===== src/rtl/cl_serial_ctrl.sv =====
// cl_serial_ctrl: bit-serial sequencer for the shared 1-bit logic cell `cl`.
//
// Accepts two WIDTH-bit operands and a 2-bit op through a start/done handshake.
// It presents one bit pair per clock to the cell, LSB first, and assembles the
// cell's answers into a WIDTH-bit result.
//
// Ports:
//   clk       in   system clock, rising edge
//   reset_n   in   asynchronous active-low reset
//   start     in   request strobe, sampled only in IDLE
//   op        in   [1:0] 00 AND, 01 OR, 10 XOR, 11 NOT a
//   a_in      in   [WIDTH-1:0] operand A, captured on the accepting edge
//   b_in      in   [WIDTH-1:0] operand B, captured on the accepting edge
//   cell_a    out  current bit of A to the cell (0 outside RUN)
//   cell_b    out  current bit of B to the cell (0 outside RUN)
//   cell_s    out  [1:0] select to the cell (0 outside RUN)
//   cell_out  in   combinational cell result for cell_a/cell_b/cell_s
//   busy      out  high while the operation is running
//   done      out  one-cycle pulse when result is valid
//   result    out  [WIDTH-1:0] assembled result, held until the next completion
//   zero      out  result == 0, updated together with result

module cl_serial_ctrl #(
    parameter int unsigned WIDTH = 4
) (
    input  logic             clk,
    input  logic             reset_n,
    input  logic             start,
    input  logic [1:0]       op,
    input  logic [WIDTH-1:0] a_in,
    input  logic [WIDTH-1:0] b_in,
    output logic             cell_a,
    output logic             cell_b,
    output logic [1:0]       cell_s,
    input  logic             cell_out,
    output logic             busy,
    output logic             done,
    output logic [WIDTH-1:0] result,
    output logic             zero
);

    localparam int unsigned CNT_W = $clog2(WIDTH) + 1;
    localparam logic [CNT_W-1:0] LAST = CNT_W'(WIDTH - 1);

    typedef enum logic [1:0] {
        IDLE = 2'd0,
        RUN  = 2'd1,
        DONE = 2'd2
    } state_t;

    state_t           state;
    logic [WIDTH-1:0] a_reg;
    logic [WIDTH-1:0] b_reg;
    logic [1:0]       op_reg;
    logic [CNT_W-1:0] cnt;
    logic [WIDTH-1:0] result_sh;
    logic [WIDTH-1:0] sh_next;
    logic             running;

    // Cell answers enter at the MSB, so after WIDTH shifts bit 0 sits at the LSB.
    assign sh_next = {cell_out, result_sh[WIDTH-1:1]};
    assign running = (state == RUN);

    // The cell is combinational, so its inputs must follow the live shift
    // registers within the same cycle; gate them to 0 outside RUN.
    assign cell_a = running & a_reg[0];
    assign cell_b = running & b_reg[0];
    assign cell_s = running ? op_reg : 2'b00;

    always_ff @(posedge clk or negedge reset_n) begin
        if (!reset_n) begin
            state     <= IDLE;
            a_reg     <= '0;
            b_reg     <= '0;
            op_reg    <= 2'b00;
            cnt       <= '0;
            result_sh <= '0;
            result    <= '0;
            zero      <= 1'b0;
            busy      <= 1'b0;
            done      <= 1'b0;
        end else begin
            case (state)
                IDLE: begin
                    done <= 1'b0;
                    if (start) begin
                        a_reg     <= a_in;
                        b_reg     <= b_in;
                        op_reg    <= op;
                        cnt       <= '0;
                        result_sh <= '0;
                        busy      <= 1'b1;
                        state     <= RUN;
                    end
                end
                RUN: begin
                    result_sh <= sh_next;
                    a_reg     <= a_reg >> 1;
                    b_reg     <= b_reg >> 1;
                    cnt       <= cnt + 1'b1;
                    if (cnt == LAST) begin
                        result <= sh_next;
                        zero   <= (sh_next == '0);
                        busy   <= 1'b0;
                        done   <= 1'b1;
                        state  <= DONE;
                    end
                end
                DONE: begin
                    // Start is not looked at here; no request queuing.
                    done  <= 1'b0;
                    state <= IDLE;
                end
                default: begin
                    busy  <= 1'b0;
                    done  <= 1'b0;
                    state <= IDLE;
                end
            endcase
        end
    end

endmodule

===== config.mk =====
export PLATFORM = sky130hd
export DESIGN_NAME = cl_serial_ctrl
export DESIGN_NICKNAME = d
export VERILOG_FILES = /design/src/rtl/cl_serial_ctrl.sv
export SDC_FILE = /design/constraint.sdc
export NUM_CORES = 1
export LEC_CHECK = 0
export ABC_AREA = 1
export CORE_ASPECT_RATIO = 1.5
export CORE_MARGIN = 4
export CORE_UTILIZATION = 49
export DETAILED_ROUTE_END_ITERATION = 12
export PLACE_DENSITY = 0.78
export SLEW_MARGIN = 20
export SYNTH_ARGS = -nofsm -noshare
export SYNTH_HDL_FRONTEND = slang
export SYNTH_SLANG_ARGS = --single-unit

===== constraint.sdc =====
create_clock -name clk -period 1.5 [get_ports clk]
set_input_delay 0.3 -clock clk [delete_from_list [all_inputs] [get_ports clk]]
set_output_delay 0.3 -clock clk [all_outputs]
set_load 0.005 [all_outputs]

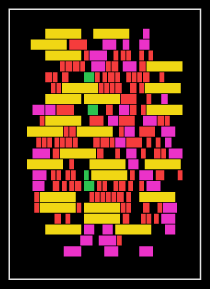
(cells colored by class)
(4 px per um)
legend:
  remaining logic cells:
    color: red
    cells: 107
  clock drivers and dummy loads:
    color: green
    cells: 4
  remaining buffers and delay cells:
    color: magenta
    cells: 35
  sequential cells:
    color: yellow
    cells: 25

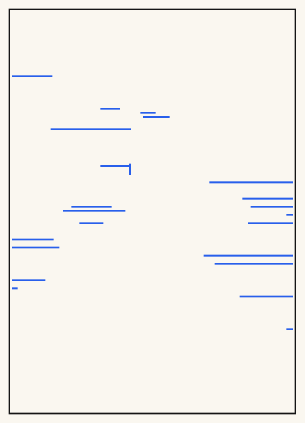
(metal 3)
(6 px per um)
nets with wire on the layer: 20
wire length on this layer: 149 um
main direction: horizontal
met3 GRT Util: 0.0293
drt total wl: 2420 um

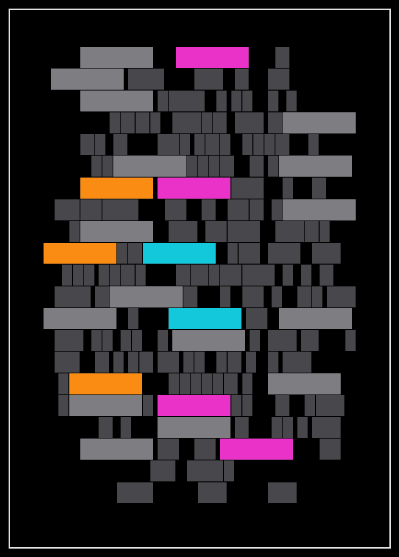
(register map, names as in the netlist)
(8 px per um) Other sequential cells in the stronger gray, the rest of the logic in the fainter gray.
legend:
  `result_sh`:
    color: orange
    placed_flops: 3
  `state`:
    color: cyan
    placed_flops: 2
  `b_reg`:
    color: magenta
    placed_flops: 4
not colored: 16

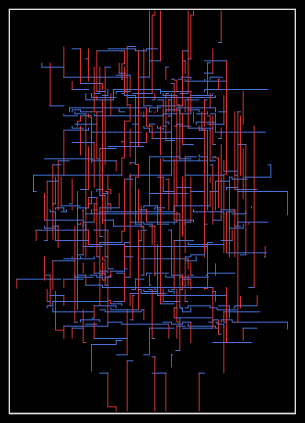
(signal wires by layer)
(6 px per um) Two of the layers only.
legend:
  M2:
    color: red
    wire_length: 1330 um
  M1:
    color: blue
    wire_length: 919 um
Avg WL per Cell: 12.5 um
Global Route Usage Sum: 0.170
via count of the routed design: 991

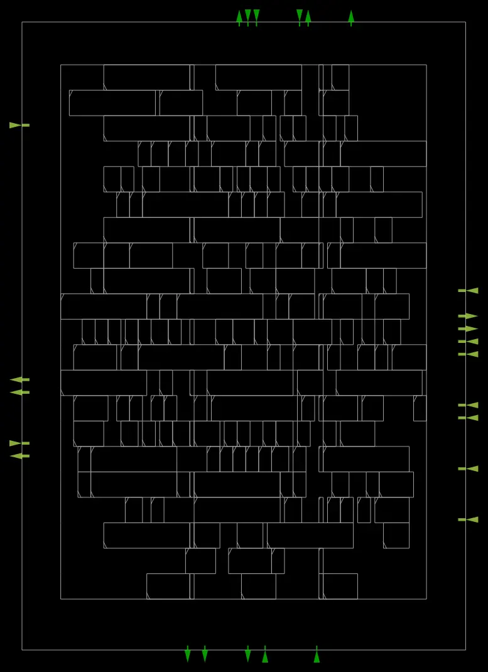
(cell outlines without signal wires)
flop count: 25
post-layout util: 0.664

==> run summary <==
Status -> completed
Core ar. -> 0.00223 mm^2
Hold Buf Count CTS -> 0
Cells after Synth -> 135
GR Overflow Total -> 0
CTS Buf Count -> 3
Non-clock buffers -> 35
Syn Nets -> 151
Mapped cell area -> 0.00114 mm^2
Post-Synth AOI/OAI Area -> 0.0526
Worst setup path start -> state[1]
Logic inverters -> 15
Init Core Util -> 0.511
First-pass GRT wire length -> 3960 um
Internal power -> 1.67 mW
Switching share of power -> 0.399
CP Capture Type -> output port
Comb_multi_in -> 92
Routed length on met2 -> 1330 um
Antenna cells -> 0
Height of the die -> 67.1 um
Final Hold Viols -> 0
Yosys stat chip area -> 0.00114 mm^2
Min-delay worst type -> input port to async pin
NetSw -> 1.11 mW
P_clk -> 0.297 mW
CP top delay family -> flip-flops
Top cells by count, synth -> 44 x nand2_1, 25 x dfrtp_1, 14 x nand3_1, 14 x nor2_1, 13 x inv_1
Layout clock buffers -> 4
Power is estimated from default activity; no workload was simulated.
